**config.mk**
```make
export PLATFORM = sky130hd
export DESIGN_NAME = spi_arbiter
export DESIGN_NICKNAME = d
export VERILOG_FILES = /design/src/rtl/spi_arb_pkg.sv /design/src/rtl/spi_arbiter_rr_picker.sv /design/src/rtl/spi_arbiter.sv
export SDC_FILE = /design/constraint.sdc
export NUM_CORES = 1
export LEC_CHECK = 0
export CAP_MARGIN = 10
export CORE_AREA = 5 5 81 64
export CTS_CLUSTER_SIZE = 16
export DETAILED_ROUTE_END_ITERATION = 12
export DIE_AREA = 0 0 86 69
export GPL_ROUTABILITY_DRIVEN = 1
export GPL_TIMING_DRIVEN = 1
export HOLD_SLACK_MARGIN = 0.15
export PLACE_DENSITY = 0.77
export SLEW_MARGIN = 20
export SYNTH_ARGS = -nofsm -noshare
export SYNTH_HDL_FRONTEND = slang
export SYNTH_SLANG_ARGS = --single-unit
```
**constraint.sdc**
```tcl
create_clock -name clk -period 2.5 [get_ports clk]
set_input_delay 0.5 -clock clk [delete_from_list [all_inputs] [get_ports clk]]
set_output_delay 0.5 -clock clk [all_outputs]
set_load 0.01 [all_outputs]
```
**src/rtl/spi_arb_pkg.sv**
```systemverilog
// Shared types and helpers for the SPI master arbiter.
package spi_arb_pkg;

  typedef enum logic [2:0] {
    IDLE,
    LAUNCH,
    WAIT,
    RESP,
    GAP
  } st_e;

  // Index width that stays at least one bit even for a count of one.
  function automatic int idx_w(input int n);
    return (n > 1) ? $clog2(n) : 1;
  endfunction

endpackage

```
**src/rtl/spi_arbiter_rr_picker.sv**
```systemverilog
// Combinational round-robin priority encoder: first set request after 'last'.
module rr_picker
  import spi_arb_pkg::*;
#(
  parameter int NUM_REQ = 4,
  parameter int IDX_W   = idx_w(NUM_REQ)
) (
  input  logic [NUM_REQ-1:0] req,
  input  logic [IDX_W-1:0]   last,
  output logic [IDX_W-1:0]   win,
  output logic               any
);

  logic [IDX_W-1:0] idx;

  always_comb begin
    win = '0;
    any = 1'b0;
    idx = '0;
    for (int off = 1; off <= NUM_REQ; off++) begin
      idx = IDX_W'((int'(last) + off) % NUM_REQ);
      if (!any && req[idx]) begin
        any = 1'b1;
        win = idx;
      end
    end
  end

endmodule

```
**src/rtl/spi_arbiter.sv**
```systemverilog
// Round-robin arbiter sharing one SPI master between NUM_REQ requesters.
// Optional WAIT watchdog enabled by defining SPI_ARB_TIMEOUT_EN.
module spi_arbiter
  import spi_arb_pkg::*;
#(
  parameter int NUM_REQ        = 4,
  parameter int DATA_W         = 8,
  parameter int GAP_CYCLES     = 2,
  parameter int TIMEOUT_CYCLES = 64
) (
  input  logic                      clk,
  input  logic                      reset_n,
  input  logic [NUM_REQ-1:0]        req,
  input  logic [NUM_REQ*DATA_W-1:0] req_data,
  output logic [NUM_REQ-1:0]        gnt,
  output logic [NUM_REQ-1:0]        rsp_valid,
  output logic [DATA_W-1:0]         rsp_data,
  output logic                      rsp_err,
  output logic                      busy,
  output logic                      spi_start,
  output logic [DATA_W-1:0]         spi_tx_data,
  input  logic [DATA_W-1:0]         spi_rx_data,
  input  logic                      spi_done
);

  localparam int IDX_W = idx_w(NUM_REQ);
  localparam int GAP_W = idx_w(GAP_CYCLES + 1);

  st_e                state_q;
  logic [IDX_W-1:0]   last_q;
  logic [NUM_REQ-1:0] gnt_q;
  logic [NUM_REQ-1:0] rsp_valid_q;
  logic [DATA_W-1:0]  rsp_data_q;
  logic [DATA_W-1:0]  tx_q;
  logic               busy_q;
  logic               start_q;
  logic [GAP_W-1:0]   gap_q;

  logic [IDX_W-1:0]   pick_win;
  logic               pick_any;

`ifdef SPI_ARB_TIMEOUT_EN
  localparam int TO_W = $clog2(TIMEOUT_CYCLES + 1);
  logic [TO_W-1:0] wcnt_q;
  logic            rsp_err_q;
  assign rsp_err = rsp_err_q;
`else
  assign rsp_err = 1'b0;
`endif

  rr_picker #(
    .NUM_REQ(NUM_REQ),
    .IDX_W  (IDX_W)
  ) u_picker (
    .req (req),
    .last(last_q),
    .win (pick_win),
    .any (pick_any)
  );

  always_ff @(posedge clk or negedge reset_n) begin
    if (!reset_n) begin
      state_q     <= IDLE;
      last_q      <= IDX_W'(NUM_REQ - 1);
      gnt_q       <= '0;
      rsp_valid_q <= '0;
      rsp_data_q  <= '0;
      tx_q        <= '0;
      busy_q      <= 1'b0;
      start_q     <= 1'b0;
      gap_q       <= '0;
`ifdef SPI_ARB_TIMEOUT_EN
      wcnt_q      <= '0;
      rsp_err_q   <= 1'b0;
`endif
    end else begin
      start_q     <= 1'b0;
      rsp_valid_q <= '0;
      case (state_q)
        IDLE: begin
          if (pick_any) begin
            last_q  <= pick_win;
            tx_q    <= req_data[int'(pick_win)*DATA_W +: DATA_W];
            gnt_q   <= NUM_REQ'(1) << pick_win;
            start_q <= 1'b1;
            busy_q  <= 1'b1;
            state_q <= LAUNCH;
          end
        end
        LAUNCH: begin
          state_q <= WAIT;
`ifdef SPI_ARB_TIMEOUT_EN
          wcnt_q  <= '0;
`endif
        end
        WAIT: begin
          if (spi_done) begin
            rsp_valid_q <= gnt_q;
            rsp_data_q  <= spi_rx_data;
            state_q     <= RESP;
`ifdef SPI_ARB_TIMEOUT_EN
            rsp_err_q   <= 1'b0;
          end else if (wcnt_q == TO_W'(TIMEOUT_CYCLES - 1)) begin
            // Watchdog expiry: answer the winner with an error and no data.
            rsp_valid_q <= gnt_q;
            rsp_data_q  <= '0;
            rsp_err_q   <= 1'b1;
            state_q     <= RESP;
          end else begin
            wcnt_q <= wcnt_q + TO_W'(1);
`endif
          end
        end
        RESP: begin
          gnt_q <= '0;
          gap_q <= '0;
          if (GAP_CYCLES == 0) begin
            busy_q  <= 1'b0;
            state_q <= IDLE;
          end else begin
            state_q <= GAP;
          end
        end
        GAP: begin
          if (int'(gap_q) == GAP_CYCLES - 1) begin
            busy_q  <= 1'b0;
            state_q <= IDLE;
          end else begin
            gap_q <= gap_q + GAP_W'(1);
          end
        end
        default: state_q <= IDLE;
      endcase
    end
  end

  assign gnt         = gnt_q;
  assign rsp_valid   = rsp_valid_q;
  assign rsp_data    = rsp_data_q;
  assign busy        = busy_q;
  assign spi_start   = start_q;
  assign spi_tx_data = tx_q;

endmodule

```
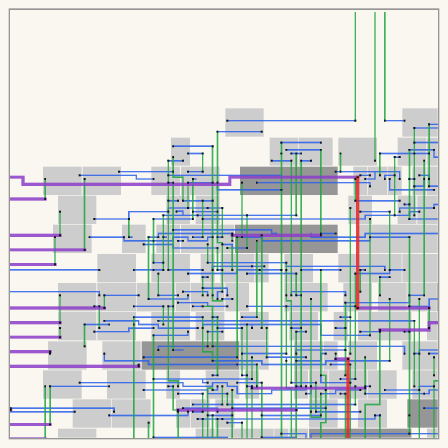
Fig. 1. A small window of the routed layout (run 1).
Region (2, 29) to (42, 69) µm. Cells in grey, sequential cells in the stronger grey; small squares are vias.
met3 -> purple
met1 -> blue
met4 -> red
met2 -> green
sequential cells in the window = 3
most frequent = clkdlybuf4s50_1 (18), buf_4 (13), nand2_1 (6)
cells with their middle in the window = 80

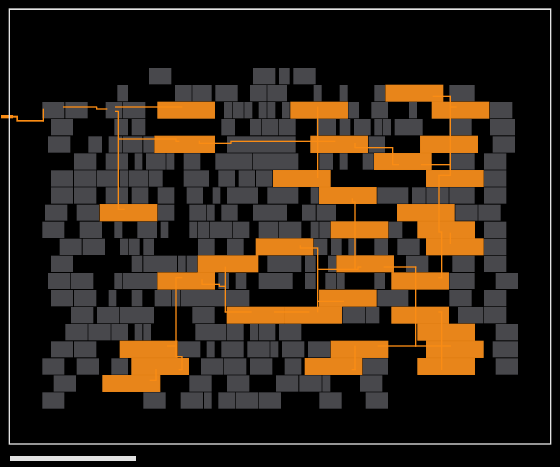
Fig. 2. Nets reached from selected ports (run 1).
Scale bar: 20 µm.
`reset_n` -> orange  # bits 1, direction input, end cells 33, wire 259 µm
PortBufs: 72
I/O pin count: 74

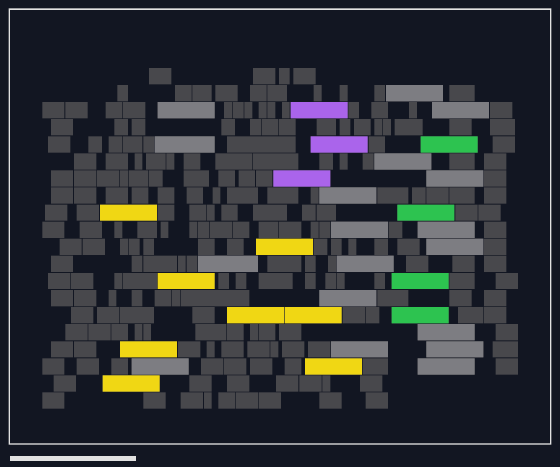
Fig. 3. Sequential cells grouped by signal name (run 1).
Scale bar: 20 µm. Other sequential cells in the stronger grey, the rest of the logic in the fainter grey.
`rsp_valid` -> green  # flops 4, where right middle
`spi_tx_data` -> yellow  # flops 8
`state_q` -> purple  # flops 3

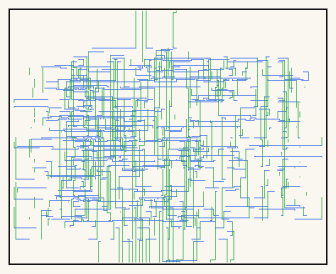
Fig. 4. Routed metal, one colour a layer (run 1).
Two of the layers only.
met2 -> green  # wire length 2120 µm
met1 -> blue  # wire length 1940 µm

==> results.sh, run 1 <==
# flow metrics
export IMPL_critPathSlowestCell="clkdlybuf4s50_1"
export IMPL_cts_num_sinks=33
export IMPL_yosys_cells=166
export IMPL_worstPathArrival_ps=2400
export IMPL_seq_area_frac_synth_pct=47.83
export IMPL_setup_viol=0
export IMPL_drt_wl_total_um=4519
export IMPL_endpoint_kind="flip-flop"
export IMPL_comb_cells=118
export IMPL_synth_chip_area_um2=1732
export IMPL_n_sequential_cell=33
export IMPL_drive_gt1_share_pct=19.60
export IMPL_antenna_found_initial=0
export IMPL_seq_area_share_pct=30.45
export IMPL_cp_max_fo=5
export IMPL_final_nonclk_buf_share_pct=31.37
export IMPL_regArea_um2=828.3
export IMPL_outcome="finished clean"
export IMPL_nets=297
export IMPL_cts_tree="done"
export IMPL_common_cells="31 x dfrtp_1, 16 x nand2_1, 16 x nor2_1"
export IMPL_hold_path_startpoint="rsp_data[3]"
export IMPL_critPathBufInv=2
export IMPL_worst_clock_skew_ps=7.326
export IMPL_avgViaCountPerCell=4.987
export IMPL_clock_fmax_ghz=0.4414
export IMPL_worst_pin_slew_ps=543.3
export IMPL_place_gp_congestion=0.8054
export IMPL_power_frac_comb_pct=50.2
export IMPL_max_stage_delay_ps=540
export IMPL_synth_nets=214
export IMPL_rrSetupSlack_ps=420
-- run 1: logic make-up (layout without fill, tap and decap cells) --
| kind of cell | Yosys count | count (layout) |
|---|---|---|
| AOI/OAI and AO/OA | 33 | 33 |
| xor gates and xnor gates | 1 | 1 |
| adders and majority gates | 1 | 1 |
| buffers and inverters | 15 | 99 |
| DFF | 33 | 33 |
| muxes | 17 | 17 |
| other | 1 | 1 |
| and+or+nand+nor | 65 | 65 |
-- run 1: stage by stage --
step                worst slack (ps)  TNS (ps)  utilization [%]  std cells  hold WS [ps]
finish                         234.3         0            62.74        307         506.6
floorplan                      629.9         0                -        166         204.4
global placement              -77.18    -77.18            59.62        299         487.2
CTS                            111.1         0            62.71        307         512.5
detailed placement            -39.00    -78.21            59.62        299         495.7
global route                   87.94         0            62.74        307         539.0
==> run 1 -> run 2 <==
Settings changed: SLEW_MARGIN 20 to not set.
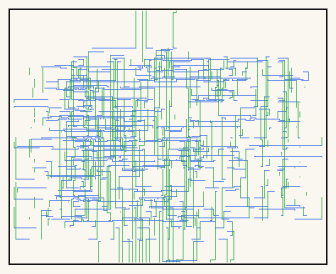
Fig. 5. Routed metal, one colour a layer (run 2).
Two of the layers only.
met1 -> blue  # wire length 1940 µm
met2 -> green  # wire length 2120 µm

==> run 2 against run 1 <==
Effect of this change:
- combinational power hardly changed
- power unchanged
- hold slack stayed put
- non-clock buffer count unchanged
- largest cell class unchanged
==> results.sh, run 2 <==
# flow metrics
export IMPL_worst_clock_skew_ps=7.326
export IMPL_rrSetupSlack_ps=420
export IMPL_grtUsageMet2_pct=24.38
export IMPL_drt_wl_total_um=4519
export IMPL_lay_top_count="clkdlybuf4s50_1"
export IMPL_fin_setup_tns_ps=0
export IMPL_regArea_um2=828.3
export IMPL_drt_first_pass_iters=4
export IMPL_worstPathArrival_ps=2400
export IMPL_cts_num_sinks=33
export IMPL_grt_use_met1_pct=19.61
export IMPL_drive_gt1_share_pct=19.60
export IMPL_critPathBufInv=2
export IMPL_cts_tree="done"
export IMPL_xor_share_pct=0.5058
export IMPL_yosys_cells=166
export IMPL_clock_fmax_ghz=0.4414
export IMPL_synth_avg_cell_area_um2=10.43
export IMPL_endpoint_kind="flip-flop"
export IMPL_synth_nets=214
export IMPL_hold_slack_ps=506.6
export IMPL_antenna_found_initial=0
export IMPL_nets=297
export IMPL_cp_max_fo=5
export IMPL_hold_path_startpoint="rsp_data[3]"
export IMPL_avgViaCountPerCell=4.987
export IMPL_seq_area_frac_synth_pct=47.83
export IMPL_synth_chip_area_um2=1732
export IMPL_worstRegToRegCells=6
export IMPL_final_util_pct=62.74
export IMPL_worst_pin_slew_ps=543.3
export IMPL_max_stage_delay_ps=540
export IMPL_dp_cells=299
export IMPL_place_gp_congestion=0.8054
export IMPL_power_frac_comb_pct=50.2
export IMPL_io_buffer_count=72
export IMPL_critPathSlowestCell="clkdlybuf4s50_1"
export IMPL_finalNonFillerCells=307
export IMPL_ios=74
export IMPL_setup_viol=0
export IMPL_outcome="finished clean"
export IMPL_maxCapViolations=0
export IMPL_place_worst_setup_slack_ps=-39.00
export IMPL_ant_nets=0
export IMPL_start_kind="input pin"
export IMPL_common_cells="31 x dfrtp_1, 16 x nand2_1, 16 x nor2_1"
export IMPL_worst_slack_ps=234.3
export IMPL_p_int_mw=2.025
export IMPL_critPathCapture="spi_tx_data[1]"
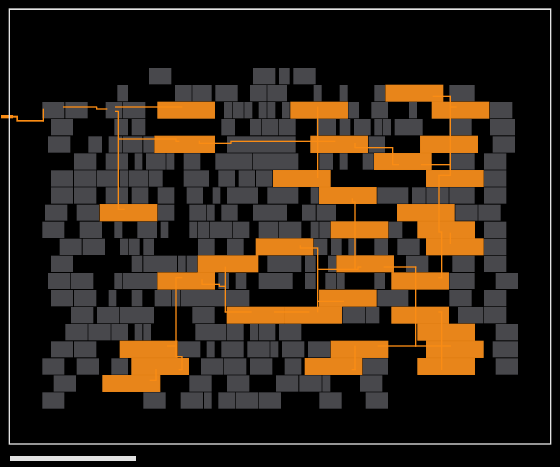
Fig. 6. Nets reached from selected ports (run 2).
Scale bar: 20 µm.
`reset_n` -> orange  # bits 1, direction input, end cells 33, wire 259 µm

run 2: final cells by class:
| cell class | count | area share, % |
|---|---|---|
| clock buffer | 5 | 2.530 |
| clock inverter | 3 | 2.392 |
| inverter | 3 | 0.4140 |
| multi-input combinational | 118 | 30.22 |
| sequential | 33 | 30.45 |
| tap | 57 | 2.622 |
| timing repair buffer | 88 | 31.37 |
run 2: what timing repair did:
item	in CTS	in global routing
gates resized	0	1
hold buffers	0	0
setup endpoints to repair	0	1
run 2: cells by family after synthesis:
family / Yosys count
AND-OR/OR-AND: 33
XOR/XNOR: 1
adder cells (fa/ha/maj): 1
buffers and inverters: 15
flip-flops: 33
multiplexers: 17
other: 1
AND/OR/NAND/NOR: 65
No activity file was given, so power comes from the tool's default toggle rates.
